clock_nets.png
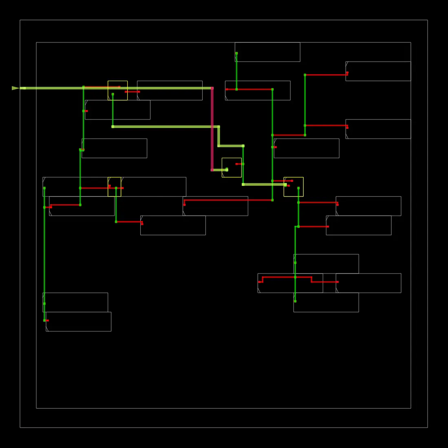
closeup.png
Region (28, 0) to (58, 30) µm. Cells in gray, sequential cells in the stronger gray; small squares are vias.
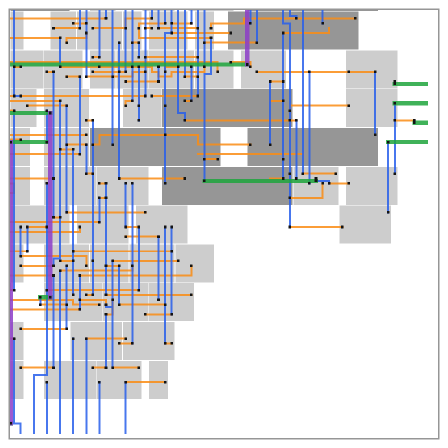
[config.mk]
export PLATFORM = sky130hd
export DESIGN_NAME = hazard_ctrl_unit
export DESIGN_NICKNAME = d
export VERILOG_FILES = /design/src/rtl/hazard_ctrl_unit.sv
export SDC_FILE = /design/constraint.sdc
export NUM_CORES = 1
export LEC_CHECK = 0
export ABC_CLOCK_PERIOD_IN_PS = 2200
export CAP_MARGIN = 10
export CORE_MARGIN = 2
export CORE_UTILIZATION = 45
export DETAILED_ROUTE_END_ITERATION = 6
export PLACE_DENSITY = 0.85
export SLEW_MARGIN = 0
export SYNTH_ARGS = -nofsm -noshare
export SYNTH_HDL_FRONTEND = slang
export SYNTH_SLANG_ARGS = --single-unit
[constraint.sdc]
create_clock -name clk -period 2.2 [get_ports clk]
set_input_delay 0.22 -clock clk [delete_from_list [all_inputs] [get_ports clk]]
set_output_delay 0.22 -clock clk [all_outputs]
set_load 0.005 [all_outputs]
[src/rtl/hazard_ctrl_unit.sv]
`default_nettype none
// ============================================================================
//  Module   : hazard_ctrl_unit
//  Purpose  : Pipeline hazard controller for the 5-stage core. Sits beside the
//             ID stage and drives the PC / IF/ID / ID/EX write enables, bubble
//             insertion (ctrlMux) and IF/ID flush. It handles:
//               - load-use hazards with a configurable number of bubbles,
//               - multi-cycle EX operations (multiply) by freezing the front
//                 of the pipeline,
//               - taken branches resolved in EX by flushing IF/ID.
//             A saturating counter records the number of cycles in which the
//             PC was held.
//  Revision : 1.0 - initial release
// ----------------------------------------------------------------------------
//  Ports
//    clk             in   1       core clock, rising edge
//    rst_n           in   1       asynchronous active-low reset
//    IF_ID_op1       in   REG_AW  source register 1 of the ID instruction
//    IF_ID_op2       in   REG_AW  source register 2 of the ID instruction
//    IF_ID_op1_used  in   1       op1 is actually read
//    IF_ID_op2_used  in   1       op2 is actually read
//    ID_EX_op2       in   REG_AW  destination register of the EX instruction
//    ID_EX_memRead   in   1       EX instruction is a load
//    ID_EX_mulStart  in   1       first EX cycle of a multi-cycle op (pulse)
//    EX_branchTaken  in   1       branch resolved taken in EX
//    PCwrite         out  1       PC update enable
//    IF_ID_write     out  1       IF/ID register enable
//    ID_EX_write     out  1       ID/EX register enable
//    ctrlMux         out  1       1 = bubble (zero controls into ID/EX)
//    IF_ID_flush     out  1       1 = clear IF/ID to NOP
//    hz_state        out  2       0 IDLE, 1 LD_STALL, 2 MUL_BUSY
//    stall_cnt       out  CNT_W   cycles with PCwrite=0, saturating
// ============================================================================
module hazard_ctrl_unit #(
    parameter int REG_AW     = 4,   // register address width
    parameter int LOAD_STALL = 1,   // bubbles per load-use hazard (1..8)
    parameter int MUL_LAT    = 4,   // multi-cycle EX latency (2..16)
    parameter int R0_ZERO    = 1,   // 1 = register 0 never hazards
    parameter int CNT_W      = 16   // stall performance counter width
) (
    input  logic              clk,
    input  logic              rst_n,
    input  logic [REG_AW-1:0] IF_ID_op1,
    input  logic [REG_AW-1:0] IF_ID_op2,
    input  logic              IF_ID_op1_used,
    input  logic              IF_ID_op2_used,
    input  logic [REG_AW-1:0] ID_EX_op2,
    input  logic              ID_EX_memRead,
    input  logic              ID_EX_mulStart,
    input  logic              EX_branchTaken,
    output logic              PCwrite,
    output logic              IF_ID_write,
    output logic              ID_EX_write,
    output logic              ctrlMux,
    output logic              IF_ID_flush,
    output logic [1:0]        hz_state,
    output logic [CNT_W-1:0]  stall_cnt
);

    // ------------------------------------------------------------------------
    // State encoding
    // ------------------------------------------------------------------------
    localparam logic [1:0] S_IDLE     = 2'd0;
    localparam logic [1:0] S_LD_STALL = 2'd1;
    localparam logic [1:0] S_MUL_BUSY = 2'd2;

    // Down-counter holds "extra cycles remaining after this one". The first
    // stall/freeze cycle is issued from IDLE and the last one is the cycle
    // where the counter reads zero, hence the -2 / -3 offsets. Four bits cover
    // the largest preload (MUL_LAT-3 = 13).
    localparam logic [3:0] C_LD_INIT  = (LOAD_STALL >= 2) ? 4'(LOAD_STALL - 2) : 4'd0;
    localparam logic [3:0] C_MUL_INIT = (MUL_LAT >= 3)    ? 4'(MUL_LAT - 3)    : 4'd0;

    // Output sets packed as {PCwrite, IF_ID_write, ID_EX_write, ctrlMux, IF_ID_flush}
    localparam logic [4:0] C_NORMAL = 5'b11100;
    localparam logic [4:0] C_STALL  = 5'b00110;
    localparam logic [4:0] C_FREEZE = 5'b00000;
    localparam logic [4:0] C_FLUSH  = 5'b11111;

    logic [1:0]       r_state;
    logic [3:0]       r_cnt;
    logic [CNT_W-1:0] r_stall_cnt;

    logic [1:0] w_next_state;
    logic [3:0] w_next_cnt;
    logic [4:0] w_ctl;
    logic [4:0] w_out;
    logic       w_dst_zero;
    logic       w_match1;
    logic       w_match2;
    logic       w_lu;

    // ------------------------------------------------------------------------
    // Load-use detection. An operand that is not read can never match, and a
    // load to the hard-wired zero register is harmless when R0_ZERO is set.
    // ------------------------------------------------------------------------
    assign w_dst_zero = (R0_ZERO != 0) && (ID_EX_op2 == '0);
    assign w_match1   = IF_ID_op1_used && (IF_ID_op1 == ID_EX_op2);
    assign w_match2   = IF_ID_op2_used && (IF_ID_op2 == ID_EX_op2);
    assign w_lu       = ID_EX_memRead && !w_dst_zero && (w_match1 || w_match2);

    // ------------------------------------------------------------------------
    // Next-state and output decode. In IDLE the priority is
    // branch > multi-cycle op > load-use: a load-use seen together with a
    // taken branch belongs to the wrong path and is dropped.
    // ------------------------------------------------------------------------
    always_comb begin
        w_next_state = r_state;
        w_next_cnt   = r_cnt;
        w_ctl        = C_NORMAL;
        case (r_state)
            S_IDLE: begin
                if (EX_branchTaken) begin
                    w_ctl = C_FLUSH;
                end else if (ID_EX_mulStart) begin
                    w_ctl = C_FREEZE;
                    if (MUL_LAT > 2) begin
                        w_next_state = S_MUL_BUSY;
                        w_next_cnt   = C_MUL_INIT;
                    end
                end else if (w_lu) begin
                    w_ctl = C_STALL;
                    if (LOAD_STALL > 1) begin
                        w_next_state = S_LD_STALL;
                        w_next_cnt   = C_LD_INIT;
                    end
                end
            end
            S_LD_STALL: begin
                w_ctl = C_STALL;
                if (r_cnt == 4'd0) begin
                    w_next_state = S_IDLE;
                end else begin
                    w_next_cnt = r_cnt - 4'd1;
                end
            end
            S_MUL_BUSY: begin
                w_ctl = C_FREEZE;
                if (r_cnt == 4'd0) begin
                    w_next_state = S_IDLE;
                end else begin
                    w_next_cnt = r_cnt - 4'd1;
                end
            end
            default: begin
                w_next_state = S_IDLE;
                w_next_cnt   = 4'd0;
            end
        endcase
    end

    // While reset is asserted the pipeline must run freely, independent of
    // whatever the other inputs are doing.
    assign w_out = rst_n ? w_ctl : C_NORMAL;

    // ------------------------------------------------------------------------
    // State registers
    // ------------------------------------------------------------------------
    always_ff @(posedge clk or negedge rst_n) begin
        if (!rst_n) begin
            r_state <= S_IDLE;
            r_cnt   <= 4'd0;
        end else begin
            r_state <= w_next_state;
            r_cnt   <= w_next_cnt;
        end
    end

    // Saturating count of cycles in which the PC was held.
    always_ff @(posedge clk or negedge rst_n) begin
        if (!rst_n) begin
            r_stall_cnt <= '0;
        end else if (!w_out[4] && (r_stall_cnt != '1)) begin
            r_stall_cnt <= r_stall_cnt + CNT_W'(1);
        end
    end

    // ------------------------------------------------------------------------
    // Outputs
    // ------------------------------------------------------------------------
    assign PCwrite     = w_out[4];
    assign IF_ID_write = w_out[3];
    assign ID_EX_write = w_out[2];
    assign ctrlMux     = w_out[1];
    assign IF_ID_flush = w_out[0];
    assign hz_state    = r_state;
    assign stall_cnt   = r_stall_cnt;

endmodule
`default_nettype wire

==> flow_summary.toml <==
# yosys + openroad results
[final_timing]
rsz0062_at_grt = "true"
setup_violations = 0
fin_ws_ns = 0.0264
finalCritPeriodShare_pct = 98.8
final_hold_viol_count = 0

[critical_path]
cp_data_arrival_time_ns = 1.95
startpoint_type = "primary input"
r2r.worst_path.cells = 6
r2r-end = "stall_cnt[6]"
r2r_slack_ns = 0.22
crit_slowest_cell = "clkdlybuf4s50_1"
setup.worst_path.end = "IF_ID_write"
end_kind = "output port"
crit_top_cell = "nor4_4"
critical_path.max_stage_delay_ns = 0.49

[power]
p_seq_share_pct = 39.5
power.total_mw = 1.50
p_sw_share_pct = 36.6

[layout]
lay_top_count = "clkdlybuf4s50_1"
drive_above_1_share_pct = 21.5
n_fill_cell = 209
flop_area_um2 = 526
final_area_um2 = 1890

[job]
warning_count = 28
maxCapViolCount = 0

[routing]
drt-initial-drc-count = 25
route.detailed.drc = 0
ant_nets = 0
post_drt_wl_per_cell_um = 14.3

[yosys]
synthAdderAreaFrac_pct = 2.91
synth.top_cell.area_share_pct = 40.7
ys_top_cells_by_area = "dfrtp_1 (41%), xor2_1 (12%), nand3_1 (3.5%), xnor2_1 (3.4%), ha_1 (2.9%)"
synth_nets = 148
simple_gate_share_pct = 28.4
syn-cell-area_um2 = 1290
most_common_cell = "dfrtp_1"
edf_count = 0
ys_sh_aoi_pct = 5.14

[status]
status = "complete, no violations"

[cts]
cts-root-buf = "clkbuf_4"
cts_num_sinks = 21
clk_pin_slew_ns = 0.10

[placement]
placed_area_um2 = 1800

[floorplanning]
initial_utilization_pct = 47.2
num_rows = 19
die_area_um2 = 3310
core_area_um2 = 2730

[global_routing]
grt_pass1_wl_mm = 5.19
grt_pass1_vias = 1178
-- clock_nets.png (at the start) --
Clk. pwr: 0.187 mW
registers: 21
CLK BUF: 3

-- closeup.png (at the start) --
| layer | color |
|---|---|
| M1 | orange |
| M4 | purple |
| M3 | green |
| M2 | blue |
cells with their middle in the window: 43
netlist names of flops here include: `stall_cnt` (5)
sequential cells in the window: 5
most frequent: clkdlybuf4s50_1 (9), buf_4 (6), dfrtp_1 (5)

-- worst min path at each step --
stage                          to  slack (ns)  cells past startpoint          start
floorplan             hz_state[1]       -0.08                      0          rst_n
global placement    stall_cnt[10]        0.47                      1  stall_cnt[10]
detailed placement  stall_cnt[13]        0.48                      1  stall_cnt[13]
CTS                      r_cnt[3]        0.40                      2          rst_n
global route             r_cnt[3]        0.42                      2          rst_n
finish                   r_cnt[3]        0.41                      2          rst_n
-- power by group through the flow --
stage                     clock (mW)  sequential (mW)  combinational, mW
after floorplan                    0            0.601              0.352
final                          0.187            0.593              0.722
after global placement             0            0.590              0.682
after detailed placement           0            0.598              0.709
after global routing           0.207            0.607              0.804
after CTS                      0.194            0.592              0.712
-- repair_timing --
item,CTS,global route
buffers inserted,1,0
resized,13,5
pin swaps,5,0
hold endpoints to repair,0,0
setup endpoints to repair,3,5
-- layout make-up --
type | instances | share of cell area (%)
well taps | 31 | 2.06
multi-input cells | 94 | 40.4
flip-flops and latches | 21 | 27.9
clock inverters | 1 | 0.265
clock buffers | 3 | 1.19
repair buffers | 55 | 26.9
inverters | 7 | 1.39
-- critical path: cells and delay by family --
family | cells | cell delay (ns)
AOI/OAI and AO/OA | 1 | 0.21
and+or+nand+nor | 4 | 0.60
buffers and inverters | 3 | 0.91
-- metal layers --
layer / GRT usage [%] / share of wire [%] / vias to the layer above
li1: - / - / 551
met1: 23.7 / 42 / 541
met2: 35.2 / 51 / 34
met3: 5.90 / 4.7 / 8
met4: 5.65 / 1.9 / 0
met5: 0 / 0 / -
-- state kept, by name, summed over array words and instances (netlist names) --
signal / count
hz_state: 1
r_cnt: 4
stall_cnt: 16
Power figures rest on the tool's default switching activity, not on a simulated workload.
